===== config.mk =====
export PLATFORM = sky130hd
export DESIGN_NAME = dct_row_sched
export DESIGN_NICKNAME = d
export VERILOG_FILES = /design/src/rtl/dct_pkg.sv /design/src/rtl/dct_pipe_stage.sv /design/src/rtl/dct_row_sched.sv
export SDC_FILE = /design/constraint.sdc
export NUM_CORES = 1
export LEC_CHECK = 0
export CORE_ASPECT_RATIO = 0.6
export CORE_MARGIN = 2
export CORE_UTILIZATION = 29
export CTS_CLUSTER_SIZE = 16
export DETAILED_ROUTE_END_ITERATION = 10
export DONT_BUFFER_PORTS = 1
export PLACE_DENSITY = 0.48
export SYNTH_ARGS = -nofsm -noshare
export SYNTH_HDL_FRONTEND = slang
export SYNTH_HIERARCHICAL = 1
export SYNTH_SLANG_ARGS = --single-unit

===== constraint.sdc =====
create_clock -name clk -period 2.1 [get_ports clk]
set_input_delay 0.315 -clock clk [delete_from_list [all_inputs] [get_ports clk]]
set_output_delay 0.315 -clock clk [all_outputs]
set_load 0.01 [all_outputs]

===== src/rtl/dct_pkg.sv =====
// dct_pkg: shared widths, FSM state and row/coefficient types for the DCT row scheduler
package dct_pkg;
  localparam int ROWS   = 8;
  localparam int PIX_W  = 8;
  localparam int COEF_W = 12;
  localparam int NCOEF  = 6;
  typedef enum logic [1:0] {IDLE, RUN, FLUSH, DONE} state_t;
  typedef logic [8*PIX_W-1:0] row_t;
  typedef logic [NCOEF*COEF_W-1:0] coef_row_t;
endpackage


===== src/rtl/dct_pipe_stage.sv =====
// dct_pipe_stage: single valid/ready register slice with a W-bit payload
module dct_pipe_stage #(
  parameter int W = 8
) (
  input  logic         clk,
  input  logic         rst_n,
  input  logic         in_valid,
  output logic         in_ready,
  input  logic [W-1:0] in_data,
  output logic         out_valid,
  input  logic         out_ready,
  output logic [W-1:0] out_data
);
  assign in_ready = !out_valid || out_ready;
  always_ff @(posedge clk or negedge rst_n) begin
    if (!rst_n) begin
      out_valid <= 1'b0;
      out_data  <= '0;
    end else if (in_ready) begin
      out_valid <= in_valid;
      if (in_valid) out_data <= in_data;
    end
  end
endmodule


===== src/rtl/dct_row_sched.sv =====
// dct_row_sched: feeds 8 pixel rows through a 2-stage pipe around the DCT datapath.
// Optional DCT_SCHED_PERF_EN adds a saturating output-stall counter (stall_cnt).
module dct_row_sched #(
  parameter int ROWS   = dct_pkg::ROWS,
  parameter int PIX_W  = dct_pkg::PIX_W,
  parameter int COEF_W = dct_pkg::COEF_W,
  parameter int NCOEF  = dct_pkg::NCOEF
) (
  input  logic                    clk,
  input  logic                    rst_n,
  input  logic                    start,
  input  logic                    dc_mode,
  input  logic                    in_valid,
  output logic                    in_ready,
  input  logic [8*PIX_W-1:0]      in_data,
  output logic [8*PIX_W-1:0]      dp_data_in,
  output logic                    dp_control,
  input  logic [NCOEF*COEF_W-1:0] dp_data_out,
  output logic                    out_valid,
  input  logic                    out_ready,
  output logic [NCOEF*COEF_W-1:0] out_data,
  output logic [2:0]              out_row,
  output logic                    out_last,
`ifdef DCT_SCHED_PERF_EN
  output logic [15:0]             stall_cnt,
`endif
  output logic                    busy,
  output logic                    done
);
  import dct_pkg::*;
  localparam int RW = 8*PIX_W;
  localparam int CW = NCOEF*COEF_W;
  state_t state, state_n;
  logic dc_q, s1_valid, s1_ready, s2_ready, in_hs, out_hs, go;
  logic [3:0] in_cnt, out_cnt;
  logic [2:0] s1_idx;
  assign go       = state == IDLE && start;
  assign in_ready = state == RUN && in_cnt < 4'(ROWS) && s1_ready;
  assign in_hs    = in_valid && in_ready;
  assign out_hs   = out_valid && out_ready;
  assign busy     = state == RUN || state == FLUSH;
  assign done     = state == DONE;
  always_comb begin
    state_n = state;
    unique case (state)
      IDLE:  if (start) state_n = RUN;
      RUN:   if (in_hs && in_cnt == 4'(ROWS-1)) state_n = FLUSH;
      FLUSH: if (out_hs && out_cnt == 4'(ROWS-1)) state_n = DONE;
      DONE:  state_n = IDLE;
    endcase
  end
  always_ff @(posedge clk or negedge rst_n) begin
    if (!rst_n) begin
      state   <= IDLE;
      dc_q    <= 1'b0;
      in_cnt  <= '0;
      out_cnt <= '0;
    end else begin
      state <= state_n;
      if (go) begin
        dc_q    <= dc_mode;
        in_cnt  <= '0;
        out_cnt <= '0;
      end else begin
        in_cnt  <= in_cnt + 4'(in_hs);
        out_cnt <= out_cnt + 4'(out_hs);
      end
    end
  end
  dct_pipe_stage #(.W(RW+3)) u_s1 (
    .clk(clk), .rst_n(rst_n),
    .in_valid(in_hs), .in_ready(s1_ready), .in_data({in_data, in_cnt[2:0]}),
    .out_valid(s1_valid), .out_ready(s2_ready), .out_data({dp_data_in, s1_idx})
  );
  dct_pipe_stage #(.W(CW+3)) u_s2 (
    .clk(clk), .rst_n(rst_n),
    .in_valid(s1_valid), .in_ready(s2_ready), .in_data({dp_data_out, s1_idx}),
    .out_valid(out_valid), .out_ready(out_ready), .out_data({out_data, out_row})
  );
  assign dp_control = dc_q && s1_idx == 3'd0 && s1_valid;
  assign out_last   = out_valid && out_row == 3'(ROWS-1);
`ifdef DCT_SCHED_PERF_EN
  always_ff @(posedge clk or negedge rst_n) begin
    if (!rst_n) stall_cnt <= '0;
    else if (go) stall_cnt <= '0;
    else if (busy && out_valid && !out_ready && stall_cnt != 16'hFFFF) stall_cnt <= stall_cnt + 16'd1;
  end
`endif
endmodule


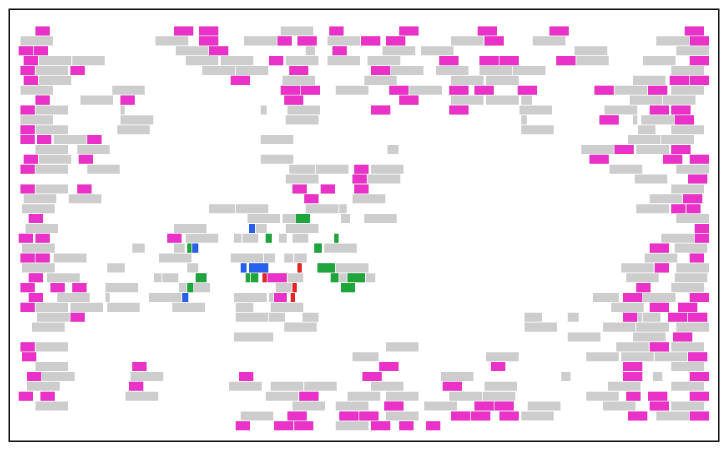
run_1/gate_families.png
- multiplexers: magenta (cells 145; most used mux2_4; where widely spread)
- NAND gates: green (cells 13)
- inverters: red (cells 4; most used inv_1)
- inverting AOI/OAI gates: blue (cells 5; most used a21oi_1)
logic share of the area: 31.6%
Layout Cells excl Fill: 666
most frequent logic cell in the layout: dfrtp_1

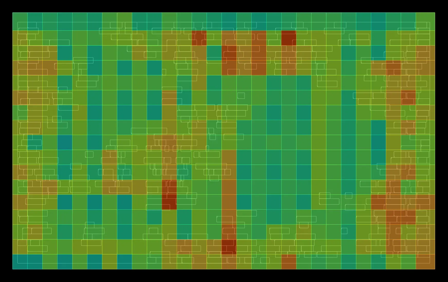
run_1/final_congestion.png
GR Util met1: 13.6%
met3 Use GR: 7.28%

==> impl_metrics.yaml, run 1 <==
# physical design summary
detailed_routing:
  route.detailed.drc: 0
  met1Wirelength_um: 5290
  ant_nets: 0
  drt-initial-drc-count: 106
  dr_wl_met3_um: 1650
  vias_per_cell: 4.51
  routed_wl_um: 13400
  routed.top_layer: "met5"
  vias: 3004
die:
  fp.dieH_um: 119
  io_pins: 287
  fp.coreArea_um2: 21200
  fp.dieW_um: 195
  die_area_um2: 23200
  initCoreUtil_pct: 29.9
  std_cell_rows: 41
yosys:
  syn_area_per_cell_um2: 17.7
  postSynthSeqShare_pct: 61.0
  synth-edff-count: 0
  synthCells: 360
  synth_flops: 155
  top_area_cell: "dfrtp_1"
  yosysUniqueCellTypes: 28
  syn_area_um2: 6360
  ys_cells: 360
  async_flop_share_pct: 100
  yosys_area_um2: 6360
  top_area_share_pct: 61.0
  top_cell: "dfrtp_1"
  synthFlopType: "dfrtp_1"
  common_cells: "155 x dfrtp_1, 81 x mux2_4, 63 x mux2_2"
cells_and_area:
  buffer_area_share_pct: 1.77
  regArea_um2: 3880
  nets: 524
  syn_to_final_growth_pct: 13.6
  n_clock_buffer: 26
  ff_count: 155
  logic_area_um2: 2280
  inv_count: 4
  dominant_cells: "sequential cells"
  comb.multi_input.count: 186
  drive_above_1_share_pct: 47.9
  n_antenna_cell: 1
  clkCellAreaFrac_pct: 7.85
  fillers: 2016
sta:
  timing.setup.tns_ns: 0
  slew_violations: 0
  relSlewSlack_pct: 61.8
  hold_ws_ns: -0.409
  rsz0062_at_grt: "false"
  hold_viol_final: 155
  finClkSkew_ns: 0.00852
  min_period_ns: 1.94
  fin_ws_ns: 0.165
  max_freq_mhz: 517
setup_path:
  required_ns: 1.78
  end_kind: "primary output"
  ff2ff_path_depth: 6
  max_stage_delay_ns: 0.50
  startpoint_type: "flop"
  cp_max_fo: 4
  path_class: "reg -> out"
  crit_top_cell: "inv_1"
  rrSetupSlack_ns: 0.25
  crit_chain: "inv_1 > ha_1 > inv_1 > nor3b_1"
global_route:
  antenna_found_initial: 3
  overflow: 0
  grt_pass1_vias: 3388
  grtUsageMet2_pct: 18.7
  top_usage_layer: "met2"
  grt_pass1_wl_um: 20900
  grtUsageTotal_pct: 12.0
min_path:
  hp-class: "in -> async"
job:
  max-cap-violations: 0
  tool_warnings: 33
status:
  violations: "negative hold slack"
  status: "finished, violations left"
placed_design:
  dp_hpwl_um: 9460
  port-buffer-count: 0
  place_inst: 633
  dp_slack_ns: 0.229
  gp_congestion: 0.771
clocking:
  cts_sinks: 155
  cts_buffer_depth: 2
  postCtsSetupBuffers: 0
  root_buffer: "clkbuf_16"
  hold_buffers: 1
  clock_latency_ns: 0.42
  cts_resized: 0
  cts.clk_slew.worst_paths_ns: 0.06
  numCtsBuffers: 17
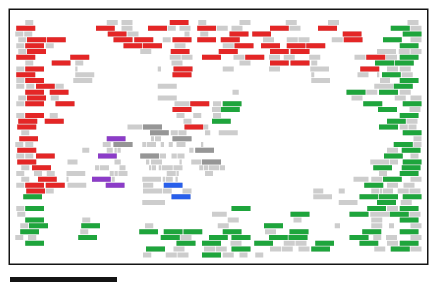
run_1/registers.png
Bar = 50 µm.
- `u_s2/out_data`: green (sequential cells 75; where widely spread)
- `state`: blue (sequential cells 2)
- `out_cnt`: purple (sequential cells 4)
- `u_s1/out_data`: red (sequential cells 67)
- not coloured: 7
sequential portion of the cell area: 53.7%

## run 1: state kept, by name, indices dropped and copies added (netlist names)
name,cells
u_s1/out_valid,1
u_s1/out_data,67
in_cnt,4
u_s2/out_valid,1
u_s2/out_data,75
dc_q,1
state,2
out_cnt,4
## run 1: worst max-delay path by stage
stage,start,to
3_3_place_gp,state[1],u_s1/out_data[19]
2_1_floorplan,u_s2/out_valid,u_s1/out_data[33]
3_5_place_dp,state[1],u_s1/out_data[14]
4_1_cts,state[1],in_ready
6_report,state[1],in_ready
5_1_grt,state[1],in_ready
## run 1: layout by cell type, fill, tap and decap left out, types with 5 or more instances in the layout
| master | synthesis | routed |
|---|---|---|
| dfrtp_1 | 155 | 155 |
| mux2_4 | 81 | 81 |
| mux2_2 | 63 | 63 |
| clkbuf_16 | 0 | 17 |
| ha_1 | 8 | 8 |
| and2_1 | 5 | 5 |
| clkbuf_8 | 0 | 5 |
| buf_4 | 0 | 5 |
## run 1: cell families after synthesis
| family | after synthesis | synth area share (%) |
|---|---|---|
| AND-OR/OR-AND | 6 | 0.709 |
| XOR/XNOR | 4 | 0.551 |
| adder cells (fa/ha/maj) | 8 | 1.57 |
| buffers and inverters | 19 | 3.15 |
| flip-flops | 155 | 61.0 |
| multiplexers | 145 | 30.5 |
| AND/OR/NAND/NOR | 23 | 2.54 |
## run 1: critical path, delay by kind of cell (launching register included)
family        cells  cell delay, ns
simple gates      1            0.50
flops             1            0.41
buf+inv           2            0.15
fa+ha+maj         1            0.15
## run 1: metrics by stage
step	util [%]	instance area [µm²]
global placement	31.3	6640
detailed placement	31.3	6640
global route	34.0	7220
CTS	34.0	7220
floorplan	-	6360
finish	34.0	7220
==> inputs of run 2 (changes only) <==
==> constraint.sdc (replaced) <==
create_clock -name clk -period 2.1 [get_ports clk]
set_input_delay 0.315 -clock clk [delete_from_list [all_inputs] [get_ports clk]]
set_output_delay 0.315 -clock clk [all_outputs]
set_load 0.1 [all_outputs]
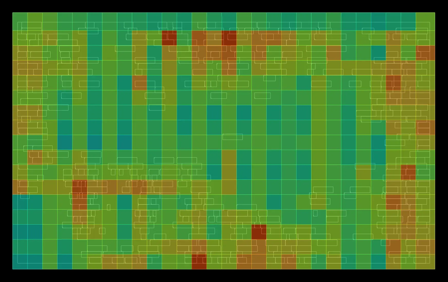
run_2/final_congestion.png
met3 Use GR: 6.59%
global-route usage over all layers: 11.9%
met2 Usage GRT: 17.3%

==> run 2 against run 1 <==
Compared with the run above: the run still ends with negative hold slack left; first-iteration DRC count down 13%; final area up 2.0%; utilization up 0.68 points; non-clock buffer count up 10; flip-flop count unchanged.
==> impl_metrics.yaml, run 2 <==
# physical design summary
die:
  fp.dieW_um: 195
  std_cell_rows: 41
  fp.coreArea_um2: 21200
  io_pins: 287
  initCoreUtil_pct: 29.9
clocking:
  cts.clk_slew.worst_paths_ns: 0.06
  cts_sinks: 155
  hold_buffers: 2
  root_buffer: "clkbuf_16"
  postCtsSetupBuffers: 0
  clock_latency_ns: 0.42
detailed_routing:
  routed_wl_um: 13400
  ant_nets: 0
  vias: 3044
  vias_per_cell: 4.50
  drt-initial-drc-count: 92
  routed.top_layer: "met5"
  dr_wl_met3_um: 1480
  route.detailed.drc: 0
  met1Wirelength_um: 5680
yosys:
  ys_cells: 360
  top_area_cell: "dfrtp_1"
  async_flop_share_pct: 100
  synthFlopType: "dfrtp_1"
  top_area_share_pct: 61.0
  syn_area_um2: 6360
  yosysUniqueCellTypes: 28
global_route:
  overflow: 0
  antenna_found_initial: 1
  grt_pass1_vias: 3421
  use_met1_pct: 14.8
  top_usage_layer: "met2"
setup_path:
  cp_max_fo: 4
  end_kind: "primary output"
  required_ns: 1.78
  rrSetupSlack_ns: 0.26
  crit_chain: "inv_1 > ha_1 > inv_1 > nor3b_4 > buf_12"
  startpoint_type: "flop"
sta:
  hold_viol_final: 155
  max_freq_mhz: 515
  timing.setup.tns_ns: 0
  hold_ws_ns: -0.414
  finClkSkew_ns: 0.00820
cells_and_area:
  seq_share_pct: 52.7
  inv_count: 4
  syn_to_final_growth_pct: 15.9
  largest_reg_flops: 75
  regArea_um2: 3880
  most-common-layout-cells: "154 x dfrtp_1, 81 x mux2_4, 63 x mux2_2, 17 x clkbuf_16, 11 x buf_4"
  comb.multi_input.count: 186
  dominant_cells: "sequential cells"
  fillers: 2002
  drive_above_1_share_pct: 50.1
  buffer_area_share_pct: 3.02
  n_antenna_cell: 0
  n_clock_buffer: 22
  layout.cell_area.non_filler_um2: 7370
status:
  status: "finished, violations left"
  violations: "negative hold slack"
min_path:
  hp-class: "in -> async"
job:
  tool_warnings: 33
placed_design:
  place_area_um2: 6740
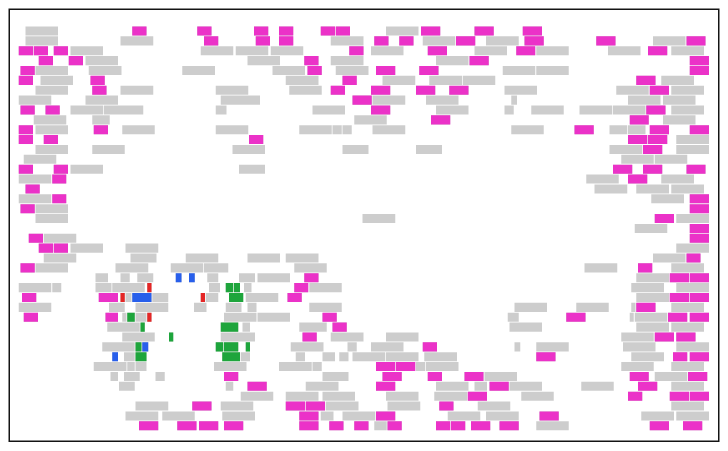
run_2/gate_families.png
- inverting AOI/OAI gates: blue (cells 5; most used a21oi_1)
- NAND gates: green (cells 13)
- inverters: red (cells 4; most used inv_1)
- multiplexers: magenta (cells 145; most used mux2_4; where widely spread)
Layout Cells excl Fill: 676
logic share of the area: 31.4%

## run 2: cell counts after synthesis
Identical to the previous run, type by type.
## run 2: worst paths after layout
| kind | startpoint | end | depth (start not counted) |
|---|---|---|---|
| min | rst_n | u_s1/out_data[44] | 0 |
| min reg2reg | dc_q | dc_q | 1 |
| max | state[1] | in_ready | 5 |
| max in group asynchronous | rst_n | u_s2/out_data[13] | 0 |
| min in group clk | dp_data_out[18] | u_s2/out_data[21] | 1 |
| max reg2reg | state[1] | u_s1/out_data[65] | 6 |
## run 2: worst max-delay path: cells and delay by family (launching register included)
kind / cells / cell delay (ns)
flops: 1 / 0.41
buf+inv: 3 / 0.38
simple gates: 1 / 0.25
fa+ha+maj: 1 / 0.16
## run 2: cell families after synthesis
kind of cell	share of synthesized area (%)
adder cells (fa/ha/maj)	1.57
multiplexers	30.5
buffers and inverters	3.15
XOR/XNOR	0.551
AND-OR/OR-AND	0.709
flip-flops	61.0
AND/OR/NAND/NOR	2.54
## run 2: stage by stage
stage / std cells / hold WS (ns) / setup slack, ns / utilization [%]
2_1_floorplan: 360 / 0.0194 / 0.0163 / -
3_3_place_gp: 640 / 0.0236 / 0.276 / 31.7
3_5_place_dp: 640 / 0.0228 / 0.235 / 31.7
4_1_cts: 674 / -0.447 / 0.103 / 34.6
5_1_grt: 676 / -0.451 / 0.0426 / 34.7
6_report: 676 / -0.414 / 0.157 / 34.7
==> inputs of run 3 (changes only) <==
--- a/config.mk
+++ b/config.mk
@@ -5,7 +5,7 @@
 export SDC_FILE = /design/constraint.sdc
 export NUM_CORES = 1
 export LEC_CHECK = 0
-export CORE_ASPECT_RATIO = 0.6
+export CORE_ASPECT_RATIO = 0.7
 export CORE_MARGIN = 2
 export CORE_UTILIZATION = 29
 export CTS_CLUSTER_SIZE = 16
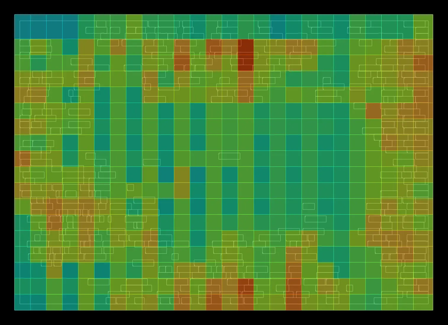
run_3/final_congestion.png
global-route usage over all layers: 11.6%
met2 Usage GRT: 18.2%
Core Util, Final: 34.2%
busiest layer in global routing: met2

==> run 3 against run 2 <==
Compared with the run above: the flow still finishes with violations (negative hold slack); fmax shrank 0.10%; routed wire length increased by 0.38%; critical path depth up 1; count of clock-buffer cells in the layout fell by 1; die area about the same; utilization is 0.44 points lower; cell count up 0.59%; setup slack got worse by 0.0019 ns; hold slack worse by 0.00085 ns; critical path type is now reg -> reg; critical endpoint is now u_s1/out_data[56]; largest cell class unchanged.
==> impl_metrics.yaml, run 3 <==
# physical design summary
setup_path:
  path_class: "reg -> reg"
  rrSetupSlack_ns: 0.15
  startpoint_type: "flop"
  r2r-start: "state[1]"
  required_ns: 2.40
  max_stage_delay_ns: 0.41
  crit_chain: "inv_1 > ha_1 > and4b_1 > nand2_4 > buf_12 > mux2_4"
  cp-startpoint: "state[1]"
  ff2ff_path_depth: 6
  cp-endpoint: "u_s1/out_data[56]"
  reg2reg_to: "u_s1/out_data[56]"
  slowest_stage: "dfrtp_1"
  cp_max_fo: 22
  end_kind: "flop"
  cp.arrival_ns: 2.25
sta:
  final-setup-viol-count: 0
  finClkSkew_ns: 0.00967
  relSlewSlack_pct: 35.4
  max_freq_mhz: 514
  tightestPinTransition_ns: 0.970
  slew_violations: 0
  hold_viol_final: 155
  finalClockPeriodUsage_pct: 92.6
  hold_ws_ns: -0.415
  rsz0062_at_grt: "false"
  min_period_ns: 1.95
  timing.setup.tns_ns: 0
job:
  tool_warnings: 33
  max-cap-violations: 0
cells_and_area:
  top_register: "u_s2/out_data"
  final_cells: 680
  logic_area_um2: 2310
  drive_above_1_share_pct: 50.9
  most-common-layout-cells: "154 x dfrtp_1, 81 x mux2_4, 63 x mux2_2, 17 x clkbuf_16, 12 x buf_4"
  layout_top_cell: "dfrtp_1"
  regArea_um2: 3880
  largest_reg_flops: 75
  nets: 534
  fillers: 2075
  syn_to_final_growth_pct: 16.5
  layout.cell_area.non_filler_um2: 7400
  reg_top3: "u_s2/out_data (75), u_s1/out_data (67)"
clocking:
  cts_sinks: 155
  numCtsBuffers: 17
  postCtsSetupBuffers: 0
  cts_resized: 0
  hold_buffers: 1
  root_buffer: "clkbuf_16"
  clock_latency_ns: 0.43
  cts.clk_slew.worst_paths_ns: 0.06
  cts_buffer_depth: 2
  cts_tree: "built"
  cts_htree_levels: 4
detailed_routing:
  vias_per_cell: 4.53
  wl_per_cell_um: 19.8
  dr.pass1.iters: 4
  route.detailed.drc: 0
  drt-initial-drc-count: 120
  ant_nets: 0
yosys:
  ys_warn_count: 6
  yosysUniqueCellTypes: 28
  yosys_area_um2: 6360
  synthFlopType: "dfrtp_1"
  fp_nets: 510
  top_cell: "dfrtp_1"
  async_flop_share_pct: 100
  synthCells: 360
  synth_flops: 155
  common_cells: "155 x dfrtp_1, 81 x mux2_4, 63 x mux2_2"
  syn_area_um2: 6360
  postSynthSeqShare_pct: 61.0
  synth-edff-count: 0
  top_area_cell: "dfrtp_1"
  syn_area_per_cell_um2: 17.7
  area_leaders: "dfrtp_1 61%, mux2_4 19%, mux2_2 11%"
  ys_cells: 360
  top_area_share_pct: 61.0
global_route:
  grt_max_degree: 156
  overflow: 0
  antenna_found_initial: 1
  grt_pass1_wl_um: 20400
  grt_pass1_vias: 3399
min_path:
  hp-class: "in -> async"
die:
  fp.dieH_um: 128
  fp.coreArea_um2: 21600
  fp.dieW_um: 181
  die_area_um2: 23100
  std_cell_rows: 45
  initCoreUtil_pct: 29.4
  io_pins: 287
placed_design:
  port-buffer-count: 0
  gp_congestion: 0.749
  dp_hpwl_um: 9460
  place_area_um2: 6790
  place_inst: 646
status:
  status: "finished, violations left"
  violations: "negative hold slack"
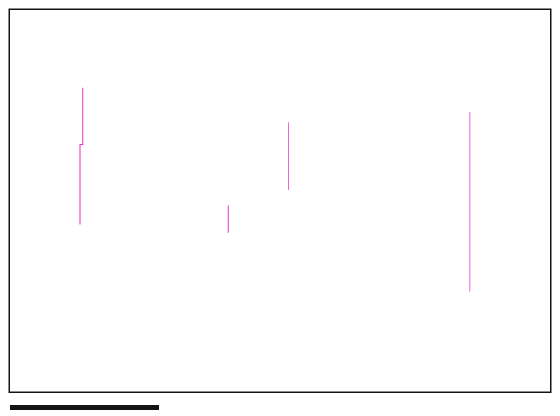
run_3/met4.png
Bar = 50 µm.
- longest straight run: 59.8 µm
- share of all routed wire: 1.0%
Total Wirelength: 13500 µm
routed vias: 3081

-- run 3: cell counts after synthesis --
Identical to the previous run, type by type.
-- run 3: per-stage QoR --
step           setup WS, ns  hold WS (ns)  utilization, %
2_1_floorplan        0.0163        0.0194               -
3_3_place_gp          0.208        0.0242            31.4
3_5_place_dp          0.152        0.0233            31.4
4_1_cts               0.129        -0.446            34.2
5_1_grt              0.0515        -0.447            34.2
6_report              0.155        -0.415            34.2
-- run 3: area by class of cell --
cell class              instances  share of cell area, %
multi-input cells             186                   31.2
well taps                     282                   4.77
clock buffers                  21                   6.22
clock inverters                11                   1.94
repair buffers                 20                   3.24
flip-flops and latches        155                   52.4
inverters                       4                  0.203
diodes                          1                 0.0338
-- run 3: cell families after synthesis --
logic type                 Yosys count  synth area share (%)
DFF                                155                  61.0
muxes                              145                  30.5
and+or+nand+nor                     23                  2.54
buffers and inverters               19                  3.15
adders and majority gates            8                  1.57
AOI/OAI and AO/OA                    6                 0.709
xor gates and xnor gates             4                 0.551
-- run 3: routing by layer --
| layer | vias up | global-route usage (%) | wire [µm] |
|---|---|---|---|
| li1 | 1317 | - | - |
| met1 | 1593 | 13.8 | 5350 |
| met2 | 161 | 18.2 | 6460 |
| met3 | 10 | 6.05 | 1510 |
| met4 | 0 | 3.73 | 137 |
| met5 | - | 0 | 0 |
-- run 3: critical path, delay by kind of cell (launching register included) --
kind | cells | cell delay, ns
multiplexers | 1 | 0.31
buffers and inverters | 2 | 0.35
AND/OR/NAND/NOR | 2 | 0.57
adder cells (fa/ha/maj) | 1 | 0.16
flip-flops | 1 | 0.41
